<file path="config.mk">
export PLATFORM = sky130hd
export DESIGN_NAME = sseg_scan_decoder
export DESIGN_NICKNAME = d
export VERILOG_FILES = /design/src/rtl/sseg_pkg.sv /design/src/rtl/sseg_sync.sv /design/src/rtl/sseg_scan_decoder.sv
export SDC_FILE = /design/constraint.sdc
export NUM_CORES = 1
export LEC_CHECK = 0
export CAP_MARGIN = 30
export CORE_MARGIN = 5
export CORE_UTILIZATION = 60
export DETAILED_ROUTE_END_ITERATION = 10
export PLACE_DENSITY = 0.78
export RECOVER_POWER = 50
export SKIP_CTS_REPAIR_TIMING = 1
export SYNTH_ARGS = -nofsm -noshare
export SYNTH_HDL_FRONTEND = slang
export SYNTH_HIERARCHICAL = 1
export SYNTH_SLANG_ARGS = --single-unit
</file>
<file path="constraint.sdc">
create_clock -name clk -period 4.85 [get_ports clk]
set_clock_uncertainty 0.05 [all_clocks]
set_input_delay 0.7275 -clock clk [delete_from_list [all_inputs] [get_ports clk]]
set_output_delay 0.7275 -clock clk [all_outputs]
set_load 0.05 [all_outputs]
</file>
<file path="src/rtl/sseg_pkg.sv">
// Shared types and helpers for the seven-segment scan decoder: frame layout,
// FSM state encoding and the anode-to-digit decode.
package sseg_pkg;

    typedef logic [3:0][7:0] frame_t;

    localparam logic [7:0] BLANK_SEG = 8'hFF;
    localparam logic [3:0] AN_NONE   = 4'hF;

    typedef enum logic {
        SETTLE = 1'b0,
        HOLD   = 1'b1
    } state_t;

    typedef struct packed {
        logic       valid;
        logic [1:0] index;
        logic       illegal;
    } an_dec_t;

    // Exactly one low anode selects a digit; all-high is a blank slot.
    function automatic an_dec_t an_decode(input logic [3:0] an);
        an_dec_t d;
        d.valid   = 1'b0;
        d.index   = 2'd0;
        d.illegal = 1'b0;
        case (an)
            4'b1110: begin d.valid = 1'b1; d.index = 2'd0; end
            4'b1101: begin d.valid = 1'b1; d.index = 2'd1; end
            4'b1011: begin d.valid = 1'b1; d.index = 2'd2; end
            4'b0111: begin d.valid = 1'b1; d.index = 2'd3; end
            AN_NONE: d.illegal = 1'b0;
            default: d.illegal = 1'b1;
        endcase
        return d;
    endfunction

endpackage

</file>
<file path="src/rtl/sseg_sync.sv">
// Two-flop synchronizer for a bus of asynchronous inputs with a
// configurable reset value.
module sseg_sync #(
    parameter int unsigned           WIDTH     = 12,
    parameter logic [WIDTH-1:0]      RESET_VAL = '1
) (
    input  logic             clk,
    input  logic             reset,
    input  logic [WIDTH-1:0] i_d,
    output logic [WIDTH-1:0] o_q
);

    logic [WIDTH-1:0] r_meta;
    logic [WIDTH-1:0] r_sync;

    always_ff @(posedge clk or posedge reset) begin
        if (reset) begin
            r_meta <= RESET_VAL;
            r_sync <= RESET_VAL;
        end else begin
            r_meta <= i_d;
            r_sync <= r_meta;
        end
    end

    assign o_q = r_sync;

endmodule

</file>
<file path="src/rtl/sseg_scan_decoder.sv">
// Rebuilds a 4-digit frame from an externally scanned, active-low seven-segment
// bus; each digit is accepted once per stable window of DWELL_MIN cycles.
module sseg_scan_decoder
    import sseg_pkg::*;
#(
    parameter int unsigned DWELL_MIN   = 16,
    parameter int unsigned TIMEOUT_W   = 20,
    parameter int unsigned TIMEOUT_VAL = 1000000,
    parameter logic [3:0]  FRAME_MASK  = 4'b1111
) (
    input  logic        clk,
    input  logic        reset,
    input  logic [3:0]  an_in,
    input  logic [7:0]  seg_in,
    output logic [31:0] digit_out,
    output logic        frame_valid,
    output logic        frame_changed,
    output logic        scan_active,
    output logic        illegal_an
);

    localparam int unsigned CNT_W = $clog2(DWELL_MIN + 1);

    logic [11:0]          w_s;
    logic [11:0]          r_p;
    logic [CNT_W-1:0]     r_cnt;
    state_t               r_state;
    logic [TIMEOUT_W-1:0] r_idle;
    frame_t               r_shadow;
    logic [3:0]           r_seen;
    frame_t               r_digit;
    logic                 r_fv;
    logic                 r_fc;
    logic                 r_ill;
    logic                 r_active;

    logic                 w_diff;
    logic                 w_event;
    an_dec_t              w_dec;
    logic                 w_capture;
    logic                 w_illegal;
    logic                 w_complete;
    logic                 w_timeout;
    frame_t               w_shadow_upd;
    logic [3:0]           w_seen_upd;

    sseg_sync #(
        .WIDTH     (12),
        .RESET_VAL (12'hFFF)
    ) u_sync (
        .clk   (clk),
        .reset (reset),
        .i_d   ({an_in, seg_in}),
        .o_q   (w_s)
    );

    assign w_diff    = (w_s != r_p);
    assign w_event   = (r_state == SETTLE) && !w_diff && (r_cnt == CNT_W'(DWELL_MIN - 1));
    assign w_dec     = an_decode(w_s[11:8]);
    assign w_capture = w_event && w_dec.valid;
    assign w_illegal = w_event && w_dec.illegal;

    always_comb begin
        w_shadow_upd = r_shadow;
        w_seen_upd   = r_seen;
        if (w_capture) begin
            w_shadow_upd[w_dec.index] = w_s[7:0];
            w_seen_upd                = r_seen | (4'b0001 << w_dec.index);
        end
    end

    assign w_complete = w_capture && ((w_seen_upd & FRAME_MASK) == FRAME_MASK);
    // Fires on the edge where the idle count reaches TIMEOUT_VAL; a capture pre-empts it.
    assign w_timeout  = !w_capture && (r_idle == TIMEOUT_W'(TIMEOUT_VAL - 1));

    always_ff @(posedge clk or posedge reset) begin
        if (reset) begin
            r_p     <= 12'hFFF;
            r_cnt   <= '0;
            r_state <= SETTLE;
        end else begin
            r_p <= w_s;
            if (w_diff) begin
                r_cnt <= '0;
            end else if (r_cnt != CNT_W'(DWELL_MIN)) begin
                r_cnt <= r_cnt + 1'b1;
            end
            case (r_state)
                SETTLE:  if (w_event) r_state <= HOLD;
                HOLD:    if (w_diff)  r_state <= SETTLE;
                default: r_state <= SETTLE;
            endcase
        end
    end

    always_ff @(posedge clk or posedge reset) begin
        if (reset) begin
            r_shadow <= {4{BLANK_SEG}};
            r_seen   <= '0;
            r_digit  <= {4{BLANK_SEG}};
            r_fv     <= 1'b0;
            r_fc     <= 1'b0;
            r_ill    <= 1'b0;
        end else begin
            r_shadow <= w_shadow_upd;
            r_fv     <= w_complete;
            r_fc     <= w_complete && (w_shadow_upd != r_digit);
            r_ill    <= w_illegal;
            if (w_complete) begin
                r_digit <= w_shadow_upd;
            end
            if (w_complete || w_timeout) begin
                r_seen <= '0;
            end else begin
                r_seen <= w_seen_upd;
            end
        end
    end

    always_ff @(posedge clk or posedge reset) begin
        if (reset) begin
            r_idle   <= '0;
            r_active <= 1'b0;
        end else begin
            if (w_capture) begin
                r_idle   <= '0;
                r_active <= 1'b1;
            end else begin
                if (r_idle != TIMEOUT_W'(TIMEOUT_VAL)) begin
                    r_idle <= r_idle + 1'b1;
                end
                if (w_timeout) begin
                    r_active <= 1'b0;
                end
            end
        end
    end

    assign digit_out     = r_digit;
    assign frame_valid   = r_fv;
    assign frame_changed = r_fc;
    assign scan_active   = r_active;
    assign illegal_an    = r_ill;

endmodule

</file>
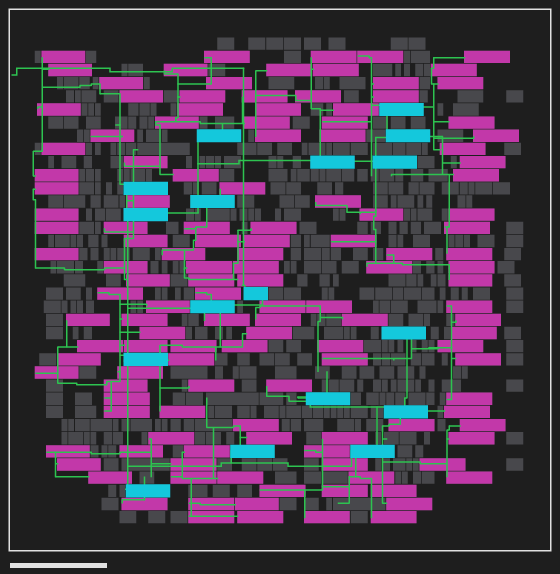
(images/clk_routes.png)
The bar under the picture is 20 um long.
green -> clock wires  # length 1,510 um
magenta -> flip-flops  # count 134
cyan -> clock drivers  # count 17
routed clock nets = 18
flops lie = all over the die

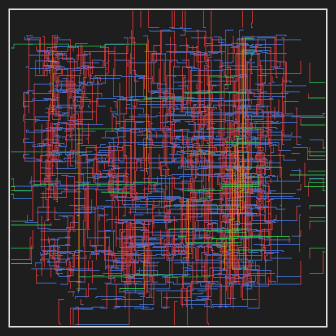
(images/wires.png)
green -> metal 3  # wire length 784 um
red -> metal 2  # wire length 6,770 um
orange -> metal 4  # wire length 473 um
blue -> metal 1  # wire length 5,780 um

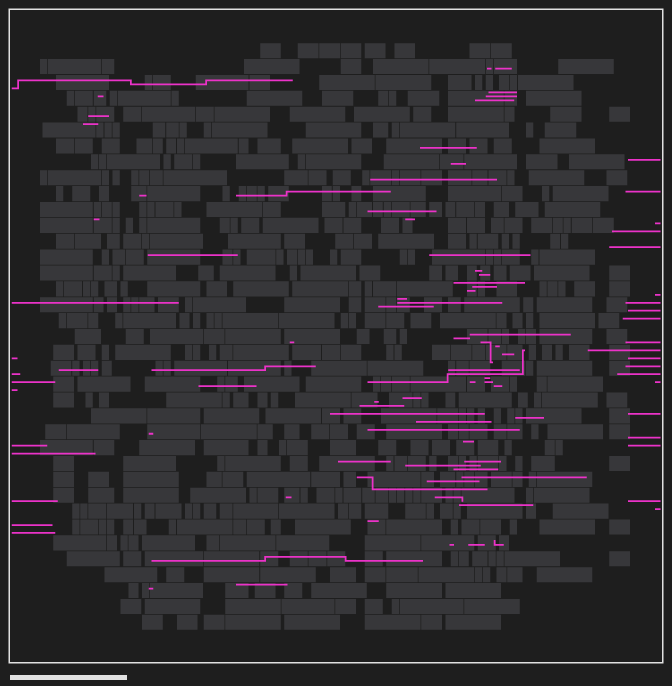
(images/layer_met3.png)
The bar under the picture is 20 um long.
main direction = horizontal
wire length on this layer = 784 um
nets with wire on the layer = 70
share of all routed wire = 5.7%
longest straight run = 28.3 um

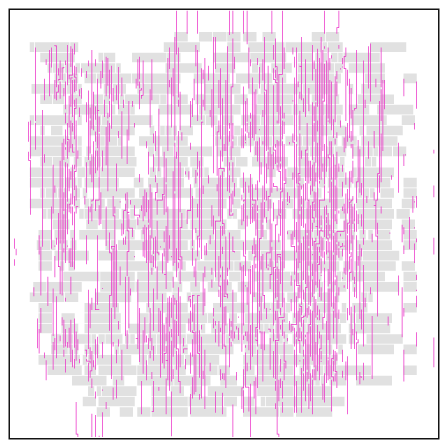
(images/layer_met2.png)
wire length on this layer = 6,770 um
nets with wire on the layer = 549
share of all routed wire = 49%
main direction = vertical
longest straight run = 45.2 um

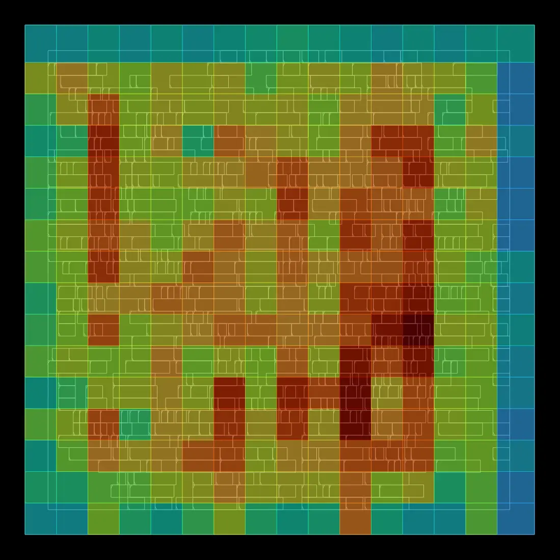
(images/congestion.png)
met3 GRT Util: 0.06196
GRT Max-Usage Layer: met2
met1 global-route usage: 0.2930
drt wl/cell: 18.07 um
GR Layer Usage met2: 0.3805

==> results.cfg <==
; synthesis and place-and-route metrics
[detailed_routing]
routed_wl_um = 13800
drt-met1-wl_um = 5779
postRouteAntennaNets = 0
routed_via_density = 5.658
dr.pass1.iters = 5
route.top_layer_used = met4
vias = 4323

[layout]
comb_share = 0.3180
final_nets = 634
drive_above_1_share = 0.2452
utilization = 0.7258
flop_area_um2 = 3478
buffers = 55
flop-count = 134
area_growth_pct = 19.14
n_antenna_cell = 0
buf_share = 0.07464
nClkBuffers = 18
layout_top_cells = dfstp_2 (87), inv_1 (62), nor2_1 (54), nand2_1 (47), clkdlybuf4s50_1 (36)
logic_area_um2 = 2351
layout_top_cell = dfstp_2
n_fill_cell = 698

[worst_setup_path]
crit_path_end_kind = flop
r2r_cells = 11
required_ns = 5.25
path_class = reg2reg
timing.rr.start = r_cnt[1]
critPathLaunch = r_cnt[1]
slowest_delay_ns = 0.52
cp.arrival_ns = 3.79
cp_max_fo = 53
slowest_stage = or4b_4
path_cells = ha_1 > and3_1 > ha_1 > nand2b_1 > or4b_4 > nor4_4 > buf_4 > nor2_2 > or4b_1 > buf_4 > mux2_4

[worst_hold_path]
min_path_type = reg2reg
hold-path-endpoint = u_sync/o_q[8]

[floorplan]
fp.dieH_um = 111.7
fp.coreArea_um2 = 10180
fp_util = 0.6092
nWellTaps = 136
io_pins = 50

[clocking]
root_buffer = clkbuf_8
clock.latency.late_pin_ns = 0.52
clkSinkCount = 134
tritoncts = yes
clk_pin_slew_ns = 0.06
clockBufferDepth = 2

[power]
seqPwrFrac = 0.464
internal_power_mw = 1.972
netSwitchingFraction = 0.2169
p_sw_mw = 0.5462
p_clk_mw = 1.28
p_per_area_nw_per_um2 = 340.6

[synth]
syn_area_um2 = 6205
ys_seq_frac = 0.5606
ff_type = dfstp_2
ys_chip_area_um2 = 6205
aoi_share = 0.07784
top_cell_area_share = 0.4235
yosys.area_share.adder = 0.01008
top_cell = dfstp_2
simple_gate_share = 0.1422
avgSynthCellArea_um2 = 10.98
ys_top_cells_by_area = dfstp_2 (42%), dfrtp_1 (14%), xnor2_1 (4.4%)
enable_flop_cells = 0
synth_flops = 134
synthTopLogicFamily = simple AND/OR/NAND/NOR gates
top_area_cell = dfstp_2
synthCells = 565
yosys_warnings = 6

[sta]
slew_violations = 33
final.min_clock_period_ns = 3.393
max_slew_margin = -0.03441
worst-slew-pin-transition_ns = 1.543
fin_tns_setup_ns = 0
hold_violations = 0
hold-worst-slack_ns = 0.3065
rsz0062_at_grt = false

[grt]
grt_pass1_vias = 4506
grt_overflow_total = 0
grtUsageTotal = 0.2337
grt_start_max_net_pins = 54
grt_antenna_before_repair = 0
grt_pass1_wl_um = 22860

[placement]
place_area_um2 = 6794
gp_congestion = 0.8860
portBuffers = 49
dp_hpwl_um = 9572

[job]
max_cap_violations = 1
warnings = 28

[status]
violations = capacitance limit, slew limit
status = finished, violations left
-- through the flow --
step / total power, mW / cells
3_5_place_dp: 1.255 / 732
3_3_place_gp: 1.250 / 731
2_1_floorplan: 1.226 / 565
5_1_grt: 2.602 / 764
6_report: 2.518 / 764
4_1_cts: 2.546 / 764
-- state kept, by name, summed over array words and instances (netlist names) --
signal / count
u_sync/o_q: 12
r_idle: 20
r_state: 1
illegal_an: 1
frame_changed: 1
digit_out: 32
scan_active: 1
frame_valid: 1
r_shadow: 32
u_sync/r_meta: 12
r_seen: 4
r_cnt: 5
r_p: 12
-- worst max-delay path: cells and delay by family (launching register included) --
family / cells / cell delay [ns]
flip-flops: 1 / 0.39
buffers and inverters: 2 / 0.58
multiplexers: 1 / 0.35
AND/OR/NAND/NOR: 6 / 1.54
adder cells (fa/ha/maj): 2 / 0.38
Power and IR drop assume default switching activity.
